**src/rtl/phase_pkg.sv**
```systemverilog
// Shared definitions for the phase increment estimator and its sequential divider.
package phase_pkg;

  localparam int DEFAULT_PHASE_WIDTH = 32;

  typedef enum logic [1:0] {
    ST_IDLE    = 2'd0,
    ST_MEASURE = 2'd1,
    ST_DIVIDE  = 2'd2,
    ST_DONE    = 2'd3
  } state_t;

  // Bits needed to hold value-1; never below 1 so degenerate counters keep a bit.
  function automatic int clog2(input int value);
    int result;
    result = 1;
    for (int i = 1; i < 31; i++) begin
      if ((1 << i) < value) result = i + 1;
    end
    return result;
  endfunction

endpackage

```
**src/rtl/seq_divider.sv**
```systemverilog
// Restoring divider, one quotient bit per cycle; numer bits above Q_WIDTH must be below denom.
module seq_divider
  import phase_pkg::*;
#(
  parameter int N_WIDTH = 35,
  parameter int D_WIDTH = 25,
  parameter int Q_WIDTH = 33
) (
  input  logic               clk,
  input  logic               rst,
  input  logic               start,
  input  logic [N_WIDTH-1:0] numer,
  input  logic [D_WIDTH-1:0] denom,
  output logic               done,
  output logic [Q_WIDTH-1:0] quotient
);

  localparam int STEP_W = clog2(Q_WIDTH);

  logic              running;
  logic [STEP_W-1:0] step;
  logic [D_WIDTH-1:0] rem;
  logic [D_WIDTH-1:0] den;
  logic [Q_WIDTH-1:0] num_sh;
  logic [D_WIDTH:0]   trial;
  logic               q_bit;
  logic [D_WIDTH-1:0] rem_next;

  // quotient shows the value after the current step, so it is final in the done cycle
  always_comb begin
    trial    = {rem, num_sh[Q_WIDTH-1]};
    q_bit    = (trial >= {1'b0, den});
    rem_next = q_bit ? D_WIDTH'(trial - {1'b0, den}) : D_WIDTH'(trial);
    quotient = (num_sh << 1) | Q_WIDTH'(q_bit);
  end

  assign done = running && (step == STEP_W'(Q_WIDTH - 1));

  always_ff @(posedge clk) begin
    if (rst) begin
      running <= 1'b0;
      step    <= '0;
      rem     <= '0;
      den     <= '0;
      num_sh  <= '0;
    end else if (start) begin
      running <= 1'b1;
      step    <= '0;
      rem     <= D_WIDTH'(numer >> Q_WIDTH);
      den     <= denom;
      num_sh  <= numer[Q_WIDTH-1:0];
    end else if (running) begin
      rem    <= rem_next;
      num_sh <= quotient;
      step   <= step + STEP_W'(1);
      if (done) running <= 1'b0;
    end
  end

endmodule

```
**src/rtl/phase_inc_estimator.sv**
```systemverilog
// Measures the period of sig_in over 2^AVG_LOG2 rising edges and recovers the NCO phase increment.
module phase_inc_estimator
  import phase_pkg::*;
#(
  parameter int PHASE_WIDTH = DEFAULT_PHASE_WIDTH,
  parameter int CNT_WIDTH   = 24,
  parameter int AVG_LOG2    = 2
) (
  input  logic                   clk,
  input  logic                   rst,
  input  logic                   en,
  input  logic                   sig_in,
  output logic [PHASE_WIDTH-1:0] phase_inc,
  output logic                   valid,
  output logic                   timeout,
  output logic                   busy
);

  localparam int AVG     = 1 << AVG_LOG2;
  localparam int EDGE_W  = clog2(AVG);
  localparam int N_WIDTH = PHASE_WIDTH + AVG_LOG2 + 1;
  localparam int D_WIDTH = CNT_WIDTH + 1;
  localparam int Q_WIDTH = PHASE_WIDTH + 1;
  localparam logic [N_WIDTH-1:0] DIV_NUMER = N_WIDTH'(1) << (PHASE_WIDTH + AVG_LOG2);

  state_t               state;
  state_t               state_next;
  logic                 sig_d;
  logic                 rise;
  logic                 complete;
  logic                 expire;
  logic                 div_done;
  logic [CNT_WIDTH-1:0] cnt;
  logic [EDGE_W-1:0]    edges;
  logic [Q_WIDTH-1:0]   quotient;

  // A completing rise on the last counter value still wins over the timeout.
  assign rise     = sig_in & ~sig_d;
  assign complete = (state == ST_MEASURE) && en && rise && (edges == EDGE_W'(AVG - 1));
  assign expire   = (state == ST_MEASURE) && en && !complete && (cnt == '1);
  assign busy     = (state == ST_MEASURE) || (state == ST_DIVIDE);

  always_ff @(posedge clk) begin
    if (rst) state <= ST_IDLE;
    else     state <= state_next;
  end

  always_comb begin
    state_next = state;
    case (state)
      ST_IDLE:    if (en && rise) state_next = ST_MEASURE;
      ST_MEASURE: begin
        if (!en || expire) state_next = ST_IDLE;
        else if (complete) state_next = ST_DIVIDE;
      end
      ST_DIVIDE:  if (div_done) state_next = ST_DONE;
      ST_DONE:    state_next = ST_IDLE;
      default:    state_next = ST_IDLE;
    endcase
  end

  always_ff @(posedge clk) begin
    if (rst) begin
      sig_d     <= 1'b1;
      cnt       <= '0;
      edges     <= '0;
      phase_inc <= '0;
      valid     <= 1'b0;
      timeout   <= 1'b0;
    end else begin
      sig_d   <= sig_in;
      valid   <= 1'b0;
      timeout <= 1'b0;
      case (state)
        ST_IDLE: begin
          if (en && rise) begin
            cnt   <= '0;
            edges <= '0;
          end
        end
        ST_MEASURE: begin
          cnt <= cnt + CNT_WIDTH'(1);
          if (en && rise && !complete) edges <= edges + EDGE_W'(1);
          if (expire) begin
            timeout   <= 1'b1;
            phase_inc <= '0;
          end
        end
        ST_DIVIDE: begin
          if (div_done) begin
            valid     <= 1'b1;
            phase_inc <= quotient[PHASE_WIDTH] ? '1 : quotient[PHASE_WIDTH-1:0];
          end
        end
        default: ;
      endcase
    end
  end

  seq_divider #(
    .N_WIDTH(N_WIDTH),
    .D_WIDTH(D_WIDTH),
    .Q_WIDTH(Q_WIDTH)
  ) u_divider (
    .clk     (clk),
    .rst     (rst),
    .start   (complete),
    .numer   (DIV_NUMER),
    .denom   (D_WIDTH'(cnt) + D_WIDTH'(1)),
    .done    (div_done),
    .quotient(quotient)
  );

endmodule

```
**config.mk**
```make
export PLATFORM = sky130hd
export DESIGN_NAME = phase_inc_estimator
export DESIGN_NICKNAME = d
export VERILOG_FILES = /design/src/rtl/phase_pkg.sv /design/src/rtl/seq_divider.sv /design/src/rtl/phase_inc_estimator.sv
export SDC_FILE = /design/constraint.sdc
export NUM_CORES = 1
export LEC_CHECK = 0
export CORE_ASPECT_RATIO = 0.5
export CORE_UTILIZATION = 60
export DETAILED_ROUTE_END_ITERATION = 8
export GPL_ROUTABILITY_DRIVEN = 1
export HOLD_SLACK_MARGIN = 0.03
export PLACE_DENSITY_LB_ADDON = 0.15
export SLEW_MARGIN = 25
export SYNTH_ARGS = -nofsm -noshare
export SYNTH_HDL_FRONTEND = slang
export SYNTH_SLANG_ARGS = --single-unit
```
**constraint.sdc**
```tcl
create_clock -name clk -period 3 [get_ports clk]
set_input_delay 0.6 -clock clk [delete_from_list [all_inputs] [get_ports clk]]
set_output_delay 0.6 -clock clk [all_outputs]
set_load 0.01 [all_outputs]
```
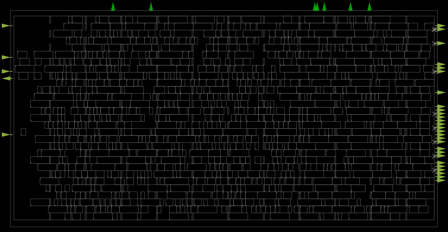
*Placement view, run 1*
share of the final layout cell area in sequential cells: 33.6%
core footprint: 0.0128 mm^2

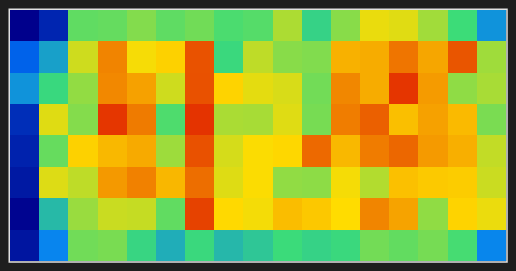
*Cell area per tile, run 1*
Scale: 3 px per um. 17 x 8 tiles, from dark blue (low) to red (high), 0 to 100% covered.
tiles over 75% full	36%
mean over tiles	64%
nearly empty tiles	1.5%
fullest tile	94%

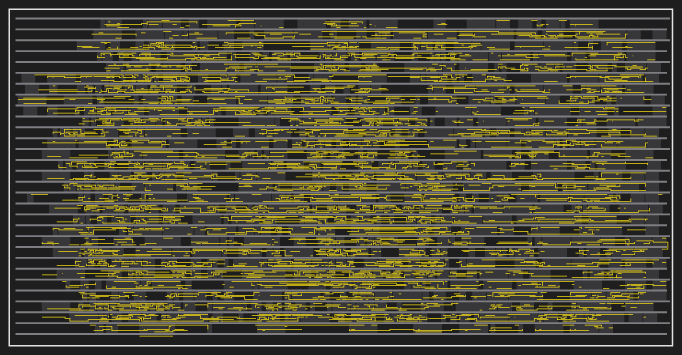
*The metal 1 layer, run 1*
Scale: 4 px per um. Supply wires on this layer in gray. Cells faint in the background.
longest straight run	44.2 um
wire length on this layer	9220 um
main direction	horizontal
share of all routed wire	51%

==> impl_metrics.toml, run 1 <==
# implementation run metrics
[critical_path]
slack_of_the_worst_reg_to_reg_path_ns = 0.13
critical_path.top_delay_family = "simple AND/OR/NAND/NOR gates"
critical_path.endpoint_type = "flip-flop"
cpPeakStageDelay_ns = 0.54
r2r-start = "cnt[1]"
combined_buffer_and_inverter_count_along_the_critical_path = 1
worst-r2r-cell-count = 10
cp_data_required_time_ns = 3.31
critical_path_cell_count = 10
crit_path_top_delay_cell = "sky130_fd_sc_hd__or4_1"
cp_data_arrival_time_ns = 3.19
setup.worst_path.start = "cnt[1]"
path_cells = "ha_1 > nand2_1 > or2_4 > or4_1 > or3_4 > a211o_4 > a21oi_2 > nor2_4 > buf_16 > o2bb2ai_2"
startpoint_type = "flip-flop"
cp-endpoint = "phase_inc[2]"
r2r_end = "phase_inc[2]"

[die]
die-width_um = 165
chipHeight_um = 83.7
initial_core_util_pct = 62.4
row_count = 29
n_tap_cell = 170
die_area_mm2 = 0.0139

[clock_tree]
cts_setup_buffers = 0
cts_buffer_depth = 2
tritoncts.num_buffers = 17
post_cts_hold_buffer_count = 0
clkLatencyLatePin_ns = 0.42
tritoncts_num_sinks = 153
tritoncts = "yes"
post_cts_resized = 0

[power_and_ir_drop]
power.combinational.fraction_pct = 3.6
power_report.internal_total_mw = 3.26
clk-power_mw = 2.14
power_top_consumer = "the clock network"
comb_cell_power_mw = 0.158
powerSeq_mw = 2.04
areal_power_density_over_the_cells_mw_per_mm2 = 475
power.switching_mw = 1.07
seqPwrFrac_pct = 47.1

[layout]
layout.clock_buffers = 17
signal_buffer_area_fraction_pct = 6.11
antenna_cells = 0
logic_area_mm2 = 0.00457
layout_cells_sized_above_1_pct = 10.4
comb_cells = 698
cell_type_taking_the_most_area = "multi-input combinational cells"
n_sequential_cell = 153
finalCoreUtilization_pct = 71.1
num-nets-final = 997
finalInstanceArea_mm2 = 0.00913
flow.area_growth_from_synthesis_pct = 13.9
n_fill_cell = 1005
inverters_excl_clock = 36
layout.cells.non_filler = 1142
sh_comb_area_pct = 50.1
top_layout_cell = "sky130_fd_sc_hd__nor2_1"
n_all_buffers = 53
largest_register_ff_count = 33
seq_area_mm2 = 0.00307

[final_timing]
final_min_period_over_clock_period_pct = 95.8
timing.slew.headroom_pct = 41.9
timing_max_transition_violations_final = 0
hold_ws_ns = 0.466
finalClockSkew_ns = 0.0117
worst_pin_slew_ns = 0.869
fin_setup_tns_ns = 0
setup_viol_count_final = 0
period_minus_slack_ns = 2.87
final-hold-violation-count = 0
max_freq_ghz = 0.348

[detailed_routing]
dr_wl_met2_um = 7570
drt-met1-wl_um = 9220
routedWlPerCell_um = 15.7
route.met3.wl_um = 908
ant_nets = 0
drcViolationCount = 17
via_per_inst = 5.82
vias = 6651
violation_count_after_the_first_detailed_routing_iteration = 614

[logic_synthesis]
topCellsByArea = "sky130_fd_sc_hd__dfxtp_1 38%, sky130_fd_sc_hd__nor2_1 8.2%, sky130_fd_sc_hd__o2bb2ai_2 5.6%, sky130_fd_sc_hd__ha_1 5.2%, sky130_fd_sc_hd__mux2i_1 5.0%"
yosysCellCount = 946
post_synth_instance_area_mm2 = 0.00802
synthesis.area_per_instance_um2 = 8.47
synth_dominant_cell_count = "sky130_fd_sc_hd__nor2_1"
synth.distinct_cells = 66
yosys-stat-area_mm2 = 0.00802
synth_warnings = 0
synth.cellmix.xorXnorShare_pct = 5.03
synth_compound_gate_area_share_pct = 22.0
top_area_share_pct = 38.2
netlist_top_cells_count = "176 x sky130_fd_sc_hd__nor2_1, 153 x sky130_fd_sc_hd__dfxtp_1, 79 x sky130_fd_sc_hd__a21oi_1, 54 x sky130_fd_sc_hd__nand2_1, 46 x sky130_fd_sc_hd__clkbuf_1"
edf_count = 0
netlist.top_cell.by_area = "sky130_fd_sc_hd__dfxtp_1"
ff_type = "sky130_fd_sc_hd__dfxtp_1"
ys_top_logic_family = "AND-OR/OR-AND gates"
synth.cellmix.adderShare_pct = 5.40
simple_gate_share_pct = 19.0
numSynthFlops = 153

[global_routing]
grt.met2_usage_pct = 39.9
grt-busiest-layer = "met2"
grt_max_degree = 62
globalRoute.totalOverflow = 0
grt_pass1_vias = 6074
grt_pass1_wl_um = 29700
antenna_found_initial = 0
global_route.usage.total_pct = 26.8
grt_use_met3_pct = 4.77
grt_util_met1_pct = 39.2

[flow_run]
openroad.warnings = 30
cap_viol_max_count = 0

[placed_design]
port-buffer-count = 38
globalplace.congestion = 0.947
post-place-ws_ns = 0.0180
dp_hpwl_um = 12100

[min_path]
min-delay-path-class = "flip-flop to flip-flop"
worstHoldStart = "phase_inc[31]"
hold_path_depth = 1
worstHoldEndpoint = "phase_inc[31]"

[status]
outcome = "finished, violations left"
violations = "design-rule violations"
### Wires at chosen ports, followed through buffers, run 1

Scale: 3 px per um.
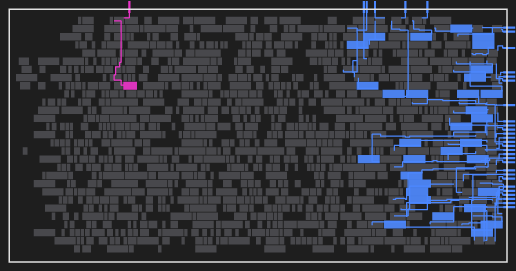

==> inputs of run 2 (changes only) <==
CTS_BUF_LIST = sky130_fd_sc_hd__clkbuf_4 sky130_fd_sc_hd__clkbuf_8   (was default)
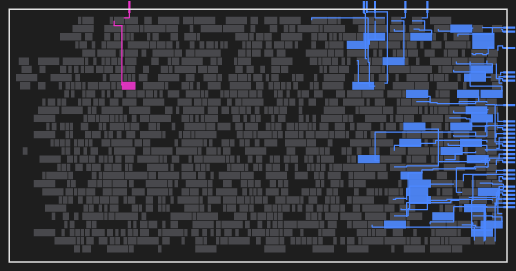
*Wires at chosen ports, followed through buffers, run 2*
Scale: 3 px per um.
color	port	bits	direction	end cells	buffers	wire
magenta	busy	1	output	1	1	28.2 um
blue	phase_inc	32	output	32	32	995 um

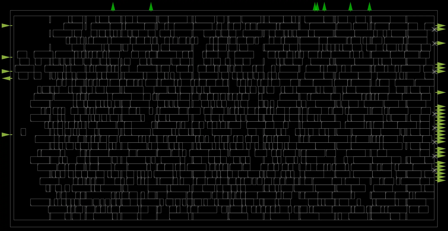
*Placement view, run 2*
post-layout util: 69.6%
num tapcells: 170
number of fill cells in the layout: 1050
share of the final layout cell area in sequential cells: 34.3%
sequential cell count of the final layout: 153

==> impl_metrics.toml, run 2 <==
# implementation run metrics
[status]
outcome = "finished, violations left"
violations = "design-rule violations"

[power_and_ir_drop]
areal_power_density_over_the_cells_mw_per_mm2 = 420
powerSeq_mw = 2.04
power.switching_mw = 0.986
seqPwrFrac_pct = 54.2
clk-power_mw = 1.57
power_report.internal_total_mw = 2.77
comb_cell_power_mw = 0.157

[placed_design]
dp_hpwl_um = 12100
globalplace.congestion = 0.947

[layout]
finalInstanceArea_mm2 = 0.00894
num-nets-final = 997
layout_cells_sized_above_1_pct = 10.6
antenna_cells = 0
n_all_buffers = 53
logic_area_mm2 = 0.00458
seq_area_mm2 = 0.00307
sh_comb_area_pct = 51.2
inverters_excl_clock = 36
signal_buffer_area_fraction_pct = 6.24

[logic_synthesis]
edf_count = 0
simple_gate_share_pct = 19.0
netlist.top_cell.by_area = "sky130_fd_sc_hd__dfxtp_1"
numSynthFlops = 153
netlist_top_cells_count = "176 x sky130_fd_sc_hd__nor2_1, 153 x sky130_fd_sc_hd__dfxtp_1, 79 x sky130_fd_sc_hd__a21oi_1, 54 x sky130_fd_sc_hd__nand2_1, 46 x sky130_fd_sc_hd__clkbuf_1"
post_synth_instance_area_mm2 = 0.00802
topCellsByArea = "sky130_fd_sc_hd__dfxtp_1 38%, sky130_fd_sc_hd__nor2_1 8.2%, sky130_fd_sc_hd__o2bb2ai_2 5.6%, sky130_fd_sc_hd__ha_1 5.2%, sky130_fd_sc_hd__mux2i_1 5.0%"
synth.cellmix.xorXnorShare_pct = 5.03
synth.distinct_cells = 66
yosysCellCount = 946
synth_dominant_cell_count = "sky130_fd_sc_hd__nor2_1"

[min_path]
hold_path_depth = 2

[die]
die_area_mm2 = 0.0139
core-area_mm2 = 0.0128
row_count = 29
initial_core_util_pct = 62.4
die-width_um = 165
chipHeight_um = 83.7

[final_timing]
final_min_period_over_clock_period_pct = 95.3
period_minus_slack_ns = 2.86
finalClockSkew_ns = 0.0134
setup_viol_count_final = 0
fin_setup_tns_ns = 0
max_freq_ghz = 0.350
timing.slew.headroom_pct = 44.7
worst_pin_slew_ns = 0.826

[critical_path]
combined_buffer_and_inverter_count_along_the_critical_path = 1
path_cells = "ha_1 > nand2_1 > or2_4 > or4_1 > or3_4 > a211o_4 > a21oi_2 > nor2_4 > buf_16 > o2bb2ai_2"
cpPeakStageDelay_ns = 0.53
cp_data_arrival_time_ns = 3.20
cp-endpoint = "phase_inc[30]"
critical_path.top_delay_family = "simple AND/OR/NAND/NOR gates"
crit_path_top_delay_cell = "sky130_fd_sc_hd__or4_1"
critical_path.endpoint_type = "flip-flop"
r2r_end = "phase_inc[30]"

[detailed_routing]
violation_count_after_the_first_detailed_routing_iteration = 640
ant_nets = 0
dr_wl_met2_um = 7220
via_per_inst = 5.81
route.met3.wl_um = 823
drcViolationCount = 17
routedWlPerCell_um = 15.2

[global_routing]
grt_pass1_wl_um = 29100
globalRoute.totalOverflow = 0
global_route.usage.total_pct = 26.2
grt_max_degree = 62
grt_util_met1_pct = 38.9
grt_pass1_vias = 6048
antenna_found_initial = 0
grt_use_met3_pct = 4.87

[clock_tree]
tritoncts_num_sinks = 153
tritoncts.num_buffers = 17
clkLatencyLatePin_ns = 0.45
tritoncts = "yes"

[flow_run]
cap_viol_max_count = 0
openroad.warnings = 30
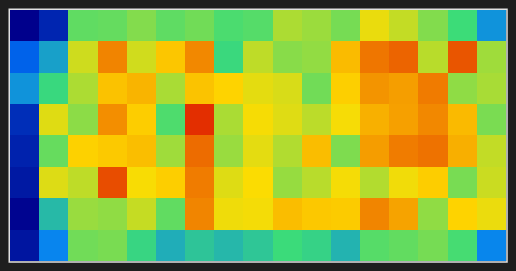
*Cell area per tile, run 2*
Scale: 3 px per um. 17 x 8 tiles, from dark blue (low) to red (high), 0 to 100% covered.
mean over tiles	63%
nearly empty tiles	1.5%
tiles over 75% full	31%
fullest tile	95%

